## src/rtl/uart_rx_pkg.sv

```systemverilog
`default_nettype none
//--------------------------------------------------------------------
// uart_rx_pkg : frame FSM state codes and line constants, UART receiver
// Rev 1.0
//--------------------------------------------------------------------
package uart_rx_pkg;

  typedef logic [2:0] state_t;

  // Adjacent states differ in one bit along the normal frame path.
  localparam state_t c_IDLE       = 3'b000;
  localparam state_t c_START      = 3'b001;
  localparam state_t c_DATA       = 3'b011;
  localparam state_t c_PARITY     = 3'b010;
  localparam state_t c_STOP       = 3'b110;
  localparam state_t c_DONE       = 3'b111;
  localparam state_t c_BREAK_WAIT = 3'b101;

  localparam logic c_PAR_EVEN = 1'b0;
  localparam logic c_PAR_ODD  = 1'b1;

  localparam int c_PRESC_MIN = 6;

  function automatic logic maj3(input logic a, input logic b, input logic c);
    return (a & b) | (a & c) | (b & c);
  endfunction

endpackage
`default_nettype wire

```

## src/rtl/uart_rx_sampler.sv

```systemverilog
`default_nettype none
//--------------------------------------------------------------------
// uart_rx_sampler : 3-sample majority vote around the bit centre
// Rev 1.0
//--------------------------------------------------------------------
module uart_rx_sampler
  import uart_rx_pkg::*;
#(
  parameter int PRESC_W = 6
)(
  input  logic               clk,
  input  logic               rst_n,
  input  logic               i_rx,
  input  logic [PRESC_W-1:0] i_edge_cnt,
  input  logic [PRESC_W-1:0] i_half,
  output logic               o_majority,
  output logic               o_sample_done
);

  localparam logic [PRESC_W-1:0] c_ONE = PRESC_W'(1);

  logic               r_s0;
  logic               r_s1;
  logic [PRESC_W-1:0] w_edge_first;
  logic [PRESC_W-1:0] w_edge_decide;

  assign w_edge_first  = i_half - c_ONE;
  assign w_edge_decide = i_half + c_ONE;

  always_ff @(posedge clk or negedge rst_n) begin
    if (!rst_n) begin
      r_s0 <= 1'b1;
      r_s1 <= 1'b1;
    end else begin
      if (i_edge_cnt == w_edge_first) r_s0 <= i_rx;
      if (i_edge_cnt == i_half)       r_s1 <= i_rx;
    end
  end

  // Third sample is the live line, so the vote is ready on the decision edge itself.
  assign o_sample_done = (i_edge_cnt == w_edge_decide);
  assign o_majority    = maj3(r_s0, r_s1, i_rx);

endmodule
`default_nettype wire

```

## src/rtl/uart_rx_frame_ctrl.sv

```systemverilog
`default_nettype none
//--------------------------------------------------------------------
// uart_rx_frame_ctrl : UART receive frame FSM, deserialiser, parity/stop check
// Rev 1.0
//--------------------------------------------------------------------
module uart_rx_frame_ctrl
  import uart_rx_pkg::*;
#(
  parameter int DATA_W  = 8,
  parameter int PRESC_W = 6
)(
  input  logic               clk,
  input  logic               rst_n,
  input  logic               RX_IN,
  input  logic [PRESC_W-1:0] Prescale,
  input  logic               Par_En,
  input  logic               Par_Typ,
  input  logic               Stp_Two,
  output logic [DATA_W-1:0]  P_DATA,
  output logic               Data_Valid,
  output logic               Par_Err,
  output logic               Stp_Err,
  output logic               Busy
);

  localparam logic [PRESC_W-1:0] c_ONE       = PRESC_W'(1);
  localparam logic [3:0]         c_DATA_BITS = 4'(DATA_W);

  state_t             r_state;
  state_t             w_state_nxt;
  logic [PRESC_W-1:0] r_edge_cnt;
  logic [PRESC_W-1:0] r_presc;
  logic [PRESC_W-1:0] w_half;
  logic [3:0]         r_bit_cnt;
  logic [3:0]         w_last_bit;
  logic               r_par_en;
  logic               r_par_typ;
  logic               r_stp_two;
  logic               r_par_bad;
  logic               r_stp_bad;
  logic [DATA_W-1:0]  r_shift;
  logic               w_majority;
  logic               w_sample_done;
  logic               w_bit_end;
  logic               w_start_edge;
  logic               w_in_frame_nxt;
  logic               w_frame_end;
  logic               w_stp_bad_fin;
  logic               w_par_exp;
  logic               w_frame_good;

  assign w_half        = r_presc >> 1;
  assign w_bit_end     = (r_edge_cnt == (r_presc - c_ONE));
  assign w_last_bit    = c_DATA_BITS + {3'b000, r_par_en} + {3'b000, r_stp_two} + 4'd1;
  assign w_start_edge  = (r_state == c_IDLE) && !RX_IN;
  assign w_par_exp     = (^r_shift) ^ (r_par_typ == c_PAR_ODD);
  assign w_stp_bad_fin = r_stp_bad | !w_majority;
  assign w_frame_good  = !r_par_bad && !w_stp_bad_fin;

  uart_rx_sampler #(
    .PRESC_W (PRESC_W)
  ) u_sampler (
    .clk           (clk),
    .rst_n         (rst_n),
    .i_rx          (RX_IN),
    .i_edge_cnt    (r_edge_cnt),
    .i_half        (w_half),
    .o_majority    (w_majority),
    .o_sample_done (w_sample_done)
  );

  always_comb begin
    w_state_nxt = r_state;
    w_frame_end = 1'b0;
    case (r_state)
      c_IDLE: begin
        if (!RX_IN) w_state_nxt = c_START;
      end
      c_START: begin
        if (w_sample_done && w_majority) w_state_nxt = c_IDLE;
        else if (w_bit_end)              w_state_nxt = c_DATA;
      end
      c_DATA: begin
        if (w_bit_end && (r_bit_cnt == c_DATA_BITS))
          w_state_nxt = r_par_en ? c_PARITY : c_STOP;
      end
      c_PARITY: begin
        if (w_bit_end) w_state_nxt = c_STOP;
      end
      c_STOP: begin
        // Leave mid-bit on the last stop so the next start edge is caught early.
        if (w_sample_done && (r_bit_cnt == w_last_bit)) begin
          w_state_nxt = c_DONE;
          w_frame_end = 1'b1;
        end
      end
      c_DONE: begin
        w_state_nxt = (r_stp_bad && !RX_IN) ? c_BREAK_WAIT : c_IDLE;
      end
      c_BREAK_WAIT: begin
        if (RX_IN) w_state_nxt = c_IDLE;
      end
      default: w_state_nxt = c_IDLE;
    endcase
  end

  assign w_in_frame_nxt = (w_state_nxt == c_START) || (w_state_nxt == c_DATA) ||
                          (w_state_nxt == c_PARITY) || (w_state_nxt == c_STOP);

  always_ff @(posedge clk or negedge rst_n) begin
    if (!rst_n) r_state <= c_IDLE;
    else        r_state <= w_state_nxt;
  end

  // The start-edge cycle counts as edge 0, so the counter resumes at 1.
  always_ff @(posedge clk or negedge rst_n) begin
    if (!rst_n) begin
      r_edge_cnt <= '0;
      r_bit_cnt  <= '0;
    end else if (w_start_edge) begin
      r_edge_cnt <= c_ONE;
      r_bit_cnt  <= '0;
    end else if (!w_in_frame_nxt) begin
      r_edge_cnt <= '0;
      r_bit_cnt  <= '0;
    end else if (w_bit_end) begin
      r_edge_cnt <= '0;
      r_bit_cnt  <= r_bit_cnt + 4'd1;
    end else begin
      r_edge_cnt <= r_edge_cnt + c_ONE;
    end
  end

  always_ff @(posedge clk or negedge rst_n) begin
    if (!rst_n) begin
      r_presc   <= '0;
      r_par_en  <= 1'b0;
      r_par_typ <= c_PAR_EVEN;
      r_stp_two <= 1'b0;
      r_par_bad <= 1'b0;
      r_stp_bad <= 1'b0;
      r_shift   <= '0;
    end else if (w_start_edge) begin
      r_presc   <= Prescale;
      r_par_en  <= Par_En;
      r_par_typ <= Par_Typ;
      r_stp_two <= Stp_Two;
      r_par_bad <= 1'b0;
      r_stp_bad <= 1'b0;
      r_shift   <= '0;
    end else if (w_sample_done) begin
      case (r_state)
        c_DATA: begin
          for (int i = 0; i < DATA_W; i++) begin
            if (r_bit_cnt == 4'(i + 1)) r_shift[i] <= w_majority;
          end
        end
        c_PARITY: if (w_majority != w_par_exp) r_par_bad <= 1'b1;
        c_STOP:   if (!w_majority) r_stp_bad <= 1'b1;
        default:  ;
      endcase
    end
  end

  always_ff @(posedge clk or negedge rst_n) begin
    if (!rst_n) begin
      P_DATA     <= '0;
      Data_Valid <= 1'b0;
      Par_Err    <= 1'b0;
      Stp_Err    <= 1'b0;
    end else begin
      Data_Valid <= w_frame_end && w_frame_good;
      Par_Err    <= w_frame_end && r_par_bad;
      Stp_Err    <= w_frame_end && w_stp_bad_fin;
      if (w_frame_end && w_frame_good) P_DATA <= r_shift;
    end
  end

  assign Busy = (r_state != c_IDLE);

endmodule
`default_nettype wire

```

## config.mk

```make
export PLATFORM = sky130hd
export DESIGN_NAME = uart_rx_frame_ctrl
export DESIGN_NICKNAME = d
export VERILOG_FILES = /design/src/rtl/uart_rx_pkg.sv /design/src/rtl/uart_rx_sampler.sv /design/src/rtl/uart_rx_frame_ctrl.sv
export SDC_FILE = /design/constraint.sdc
export NUM_CORES = 1
export LEC_CHECK = 0
export ABC_AREA = 1
export CAP_MARGIN = 20
export CORE_ASPECT_RATIO = 1.2
export CORE_MARGIN = 5
export CORE_UTILIZATION = 60
export CTS_BUF_LIST = sky130_fd_sc_hd__clkbuf_4
export DETAILED_ROUTE_END_ITERATION = 8
export HOLD_SLACK_MARGIN = 0.03
export PLACE_DENSITY = 0.93
export SYNTH_ARGS = -nofsm -noshare
export SYNTH_HDL_FRONTEND = slang
export SYNTH_SLANG_ARGS = --single-unit
```

## constraint.sdc

```tcl
create_clock -name clk -period 4 [get_ports clk]
set_clock_uncertainty 0.15 [all_clocks]
set_input_delay 1 -clock clk [delete_from_list [all_inputs] [get_ports clk]]
set_output_delay 1 -clock clk [all_outputs]
set_load 0.05 [all_outputs]
```

**Run 1: wiring heat map**

The die is cut into 15 by 17 equal tiles; white is low, dark blue is high, scaled to the fullest tile. Values are wire area over tile area, all layers added.
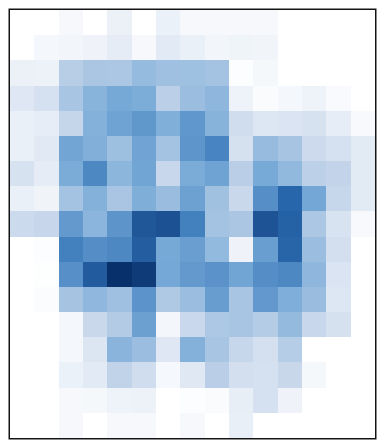
nearly empty tiles: 22%
mean over tiles: 0.16
emptiest ninth of the die: north-east
tiles over half the peak: 18%
densest ninth of the die: centre
fullest tile: 0.64
DR WL/cell: 14.0 um
GR Util All Layers: 22.2%
total number of vias: 2464

**Run 1: gate-type map**

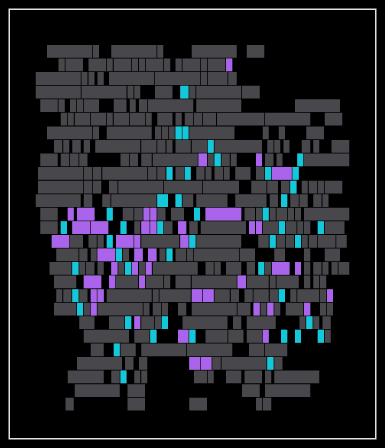
| colour | family | cells | most used |
|---|---|---|---|
| purple | NOR gates | 46 | nor2_1 |
| cyan | inverters | 45 | inv_1 |

==> impl_metrics.yaml, run 1 <==
# physical design summary
setup_path:
  crit_chain: "inv_1, nand3_1, clkdlybuf4s50_1"
  worstPathRequired_ns: 2.85
  slowest_stage: "clkdlybuf4s50_1"
  critical_path_buf_inv_count: 2
  endpoint_kind: "primary output"
  cpPeakStageDelay_ns: 0.82
sta:
  relSlewSlack_pct: 65.5
  hold_ws_ns: 0.264
  rsz0062_at_grt: "no"
  period_used_pct: 75.2
  hold_violations: 0
  finalMaxSlewViolations: 0
global_routing:
  antenna_found_initial: 0
  grt_max_degree: 46
floorplanning:
  die.size.y_um: 85.8
  fp.dieArea_sq_um: 6280
  die_x_um: 73.2
min_path:
  holdCritPathClass: "primary input to async pin"
placement:
  post-dp-hpwl_mm: 4.72
  place_area_sq_um: 3140
cells_and_area:
  lay_top_cells: "nand2_1 (94), dfrtp_1 (43), inv_1 (31)"
  drive_above_1_share_pct: 15.9
  final_util_pct: 69.6
  num-nets-final: 405
power:
  swShare_pct: 50.1
  leakagePower_nw: 1.54
  peakVddDrop_v: 0.000360
run_status:
  outcome: "complete, no violations"
cts:
  cts_tree: "yes"
  root_buffer: "clkbuf_4"
  cts_setup_buffers: 0
synth:
  yosys_warnings: 0
  fp_nets: 379
run:
  cap_violations: 0
detailed_routing:
  vias_per_cell: 5.57
**Run 1: zoomed window**

Scale bar: 5 um. Window x 27 to 47, y 50 to 70 um. Cells in grey, sequential cells in the stronger grey; small squares are vias.
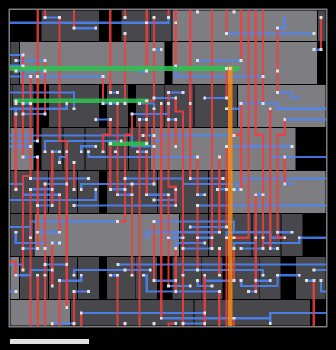
| colour | layer |
|---|---|
| green | met3 |
| red | met2 |
| blue | met1 |
| orange | met4 |
sequential cells in the window: 7
most frequent: nand2_1 (11), dfrtp_1 (5), inv_1 (4)
cells with their middle in the window: 45

**Run 1: the clock network**

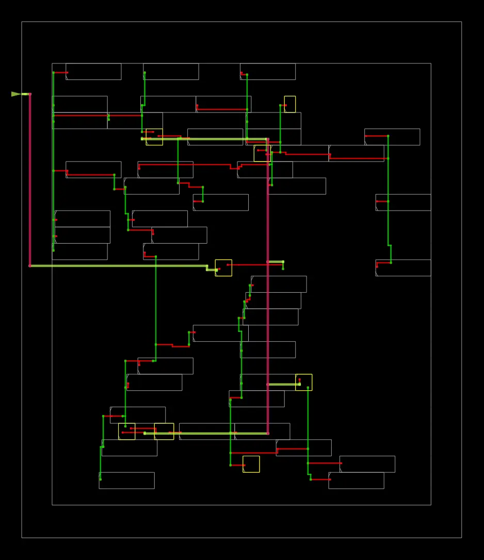
Clock Sinks: 45
Clock net power: 230 uW
number of buffers created by CTS: 5
registers: 45

-- run 1: layer usage --
layer | up-vias | track usage, % | wire (um)
met5 | - | 0 | 0
met4 | 0 | 10.6 | 189
met3 | 20 | 4.69 | 291
met2 | 72 | 39.2 | 3320
met1 | 1176 | 25.0 | 2410
li1 | 1196 | - | -
-- run 1: cell families after synthesis --
logic type / share of synthesized area, %
simple gates: 32.8
buf+inv: 7.27
compound gates: 9.06
flops: 39.3
xor+xnor: 7.27
fa+ha+maj: 4.35
-- run 1: area by class of cell --
class | instances | area, sq um
Inverter | 45 | 173
Multi-Input combinational cell | 261 | 1540
Sequential cell | 45 | 1130
Fill cell | 333 | 1410
Clock inverter | 3 | 21.3
Tap cell | 58 | 72.6
Timing Repair Buffer | 25 | 253
Clock buffer | 5 | 37.5
-- run 1: path summary, 6_finish.rpt --
kind	from	to	slack [ns]	cells after the start
min in group clk	P_DATA[0]$_DFFE_PN0P_	P_DATA[0]$_DFFE_PN0P_	0.35	2
max in group asynchronous	rst_n	u_sampler.r_s0$_DFFE_PN1N_	2.96	2
worst min register to register	P_DATA[0]$_DFFE_PN0P_	P_DATA[0]$_DFFE_PN0P_	0.35	2
worst max-delay path	r_state[1]$_DFF_PN0_	Busy	0.99	3
worst max register to register	r_presc[1]$_DFFE_PN0P_	r_edge_cnt[5]$_DFF_PN0_	1.56	10
worst min-delay path	rst_n	r_par_en$_DFFE_PN0P_	0.26	1
-- run 1: synth_stat cells --
library cell / number / share of area [%]
nand2_1: 94 / 12
dfrtp_1: 43 / 37
inv_1: 31 / 4.0
nor2_1: 24 / 3.1
nand3_1: 22 / 3.8
a21oi_1: 21 / 3.7
o21ai_0: 16 / 2.8
xor2_1: 12 / 3.7
inv_2: 11 / 1.4
ha_1: 10 / 4.4
xnor2_1: 10 / 3.0
nor3_2: 8 / 2.8
nand2_2: 7 / 1.5
nor3_1: 7 / 1.2
nor2_2: 5 / 1.1
nand3_2: 3 / 1.0
nand3_4: 3 / 1.8
a31oi_1: 2 / 0.44
buf_2: 2 / 0.35
clkbuf_1: 2 / 0.26
dfstp_2: 2 / 1.8
nand2_4: 2 / 0.78
nand4_1: 2 / 0.44
o2111ai_1: 2 / 0.61
o21ai_1: 2 / 0.35
a31oi_4: 1 / 0.74
buf_4: 1 / 0.26
buf_6: 1 / 0.39
clkinv_1: 1 / 0.13
clkinv_2: 1 / 0.17
inv_4: 1 / 0.22
nand2_8: 1 / 0.70
nand4_4: 1 / 0.74
nor2_4: 1 / 0.39
nor2_8: 1 / 0.70
o22ai_1: 1 / 0.22
o31ai_1: 1 / 0.26
or2_4: 1 / 0.30
xor2_2: 1 / 0.57
-- run 1: worst register-to-register path: stages, from the launching register on --
cell     delay [ns]
dfrtp_1        0.49
inv_1          0.15
ha_1           0.33
xnor2_1        0.33
nand3_4        0.14
nor2_8         0.17
nand3_1        0.13
nand2_2        0.13
nand4_4        0.16
nand3_4        0.14
nor2_2         0.05
-- run 1: metrics by stage --
step                worst slack, ns  std cells
floorplan                      1.83        357
global placement               1.31        433
detailed placement             1.21        433
CTS                            1.00        441
global route                  0.940        442
finish                        0.992        442
**Run 1: I/O pins on the die edge**

Scale bar: 20 um. Pins as bars across the die edge, other pins in grey.
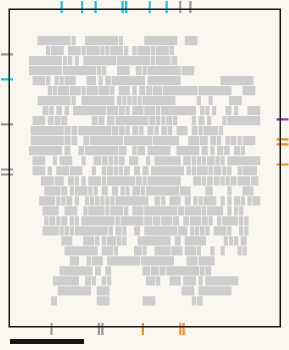

--- run 2 (diff from run 1) ---
==> constraint.sdc (replaced) <==
create_clock -name clk -period 3 [get_ports clk]
set_clock_uncertainty 0.15 [all_clocks]
set_input_delay 0.75 -clock clk [delete_from_list [all_inputs] [get_ports clk]]
set_output_delay 0.75 -clock clk [all_outputs]
set_load 0.05 [all_outputs]
**Run 2: I/O pins on the die edge**

Scale bar: 20 um. Pins as bars across the die edge, other pins in grey.
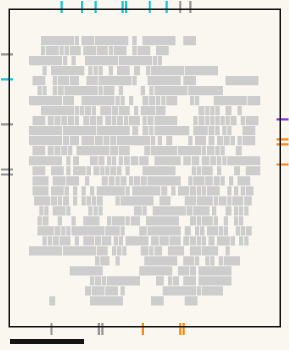
| colour | port | pins | direction | edge |
|---|---|---|---|---|
| cyan | P_DATA | 8 | output | 7 north, 1 west |
| purple | Stp_Err | 1 | output | east |
| orange | Prescale | 6 | input | 3 south, 3 east |

**Run 2: the clock network**

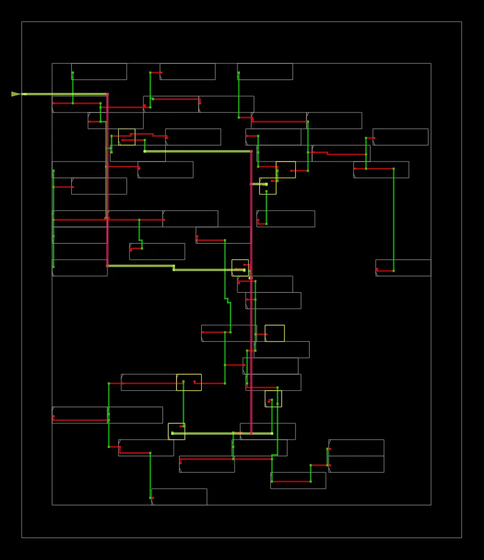
Clock net power: 333 uW
CLK BUF: 5
clk_lat worst skew: 0.38 ns

**Run 2: wiring heat map**

The die is cut into 15 by 17 equal tiles; white is low, dark blue is high, scaled to the fullest tile. Values are wire area over tile area, all layers added.
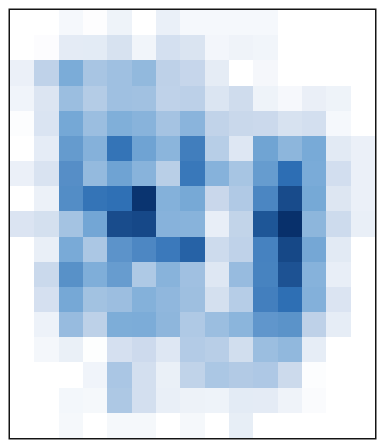
mean over tiles: 0.16
nearly empty tiles: 22%
fullest tile: 0.61
emptiest ninth of the die: north-east
tiles over half the peak: 16%
DR WL/cell: 13.8 um
total number of vias: 2452
GR Util All Layers: 21.5%
Routed WL: 6.11 mm

==> impl_metrics.yaml, run 2 <==
# physical design summary
setup_path:
  slowest_stage: "clkdlybuf4s50_1"
  path_depth: 3
  startpoint: "r_state[1]$_DFF_PN0_"
  rr_worst_depth: 10
  endpoint_kind: "primary output"
  regToRegEndpoint: "r_edge_cnt[0]$_DFF_PN0_"
  cpPeakStageDelay_ns: 0.82
  worstPathRequired_ns: 2.10
  crit_path_end: "Busy"
  critical_path_buf_inv_count: 2
  crit_chain: "inv_1, nand3_1, clkdlybuf4s50_1"
synth:
  fp_nets: 379
  async_reset_ff_share_pct: 100
  top_cell: "nand2_1"
  topCellsByArea: "dfrtp_1 (37%), nand2_1 (12%), ha_1 (4.4%), inv_1 (4.0%), nand3_1 (3.8%)"
power:
  peakVddDrop_v: 0.000437
  swShare_pct: 50.1
floorplanning:
  fp.dieArea_sq_um: 6280
  die_x_um: 73.2
  die.size.y_um: 85.8
cells_and_area:
  drive_above_1_share_pct: 15.9
  final_util_pct: 69.5
  finalNonFillerCells: 442
global_routing:
  met1_usage_pct: 24.8
  gr-usage-met3_pct: 4.22
  grt_max_degree: 31
  antenna_found_initial: 0
cts:
  clock-sinks: 45
  cts_tree: "yes"
  numCtsBuffers: 5
  cts_setup_buffers: 0
run_status:
  outcome: "complete, no violations"
sta:
  period_used_pct: 91.5
  hold_violations: 0
  relSlewSlack_pct: 66.2
  hold_ws_ns: 0.0972
placement:
  post-dp-hpwl_mm: 4.71
min_path:
  holdCritPathClass: "primary input to async pin"
## run 2: cell counts after synthesis
Identical to the previous run, type by type.
## run 2: per-stage QoR
stage               instance area (sq um)  setup WS (ns)
floorplan                            2870          0.832
global placement                     3150          0.571
detailed placement                   3150          0.479
CTS                                  3220          0.262
global route                         3220          0.157
finish                               3220          0.256
## run 2: power groups by stage
stage                     logic (mW)  registers, mW  clock network (mW)
after global placement          1.44          0.924                   0
final                           1.52          0.925               0.333
after detailed placement        1.51          0.927                   0
after global routing            1.70          0.938               0.365
after floorplan                 1.28          0.864                   0
after CTS                       1.51          0.920               0.341
## run 2: kinds of logic after synthesis
group / synth area share [%]
AND-OR/OR-AND: 9.06
XOR/XNOR: 7.27
adder cells (fa/ha/maj): 4.35
buffers and inverters: 7.27
flip-flops: 39.3
AND/OR/NAND/NOR: 32.8
## run 2: worst register-to-register path, stage by stage (launching register included)
cell     delay (ns)
dfrtp_1        0.48
inv_1          0.15
ha_1           0.33
xnor2_1        0.34
nand3_4        0.14
nor2_8         0.16
nand3_1        0.11
nand2_2        0.11
nand4_4        0.15
nand3_1        0.13
nand2_1        0.07
## run 2: routing by layer
metal / part of all wire, % / vias up
met4: 3.7 / 0
met2: 51 / 68
met3: 4.1 / 22
met1: 42 / 1170
li1: - / 1192
met5: 0 / -
## run 2: worst min-delay path by stage
stage,slack (ns),startpoint,endpoint
final,0.1,rst_n,r_par_en$_DFFE_PN0P_
after global routing,0.12,rst_n,r_par_en$_DFFE_PN0P_
after CTS,0.10,rst_n,r_bit_cnt[1]$_DFFE_PN0P_
after detailed placement,0.32,P_DATA[1]$_DFFE_PN0P_,P_DATA[1]$_DFFE_PN0P_
after global placement,0.31,P_DATA[3]$_DFFE_PN0P_,P_DATA[3]$_DFFE_PN0P_
after floorplan,0.30,rst_n,Data_Valid$_DFF_PN0_
## run 2: cell type report
cell class	count	area, sq um
fill	352	1410
timing repair buffer	25	240
inverter	45	173
clock buffer	5	37.5
sequential	45	1130
tap	58	72.6
clock inverter	3	28.8
multi-input combinational	261	1540
No activity file was given, so power comes from the tool's default toggle rates.
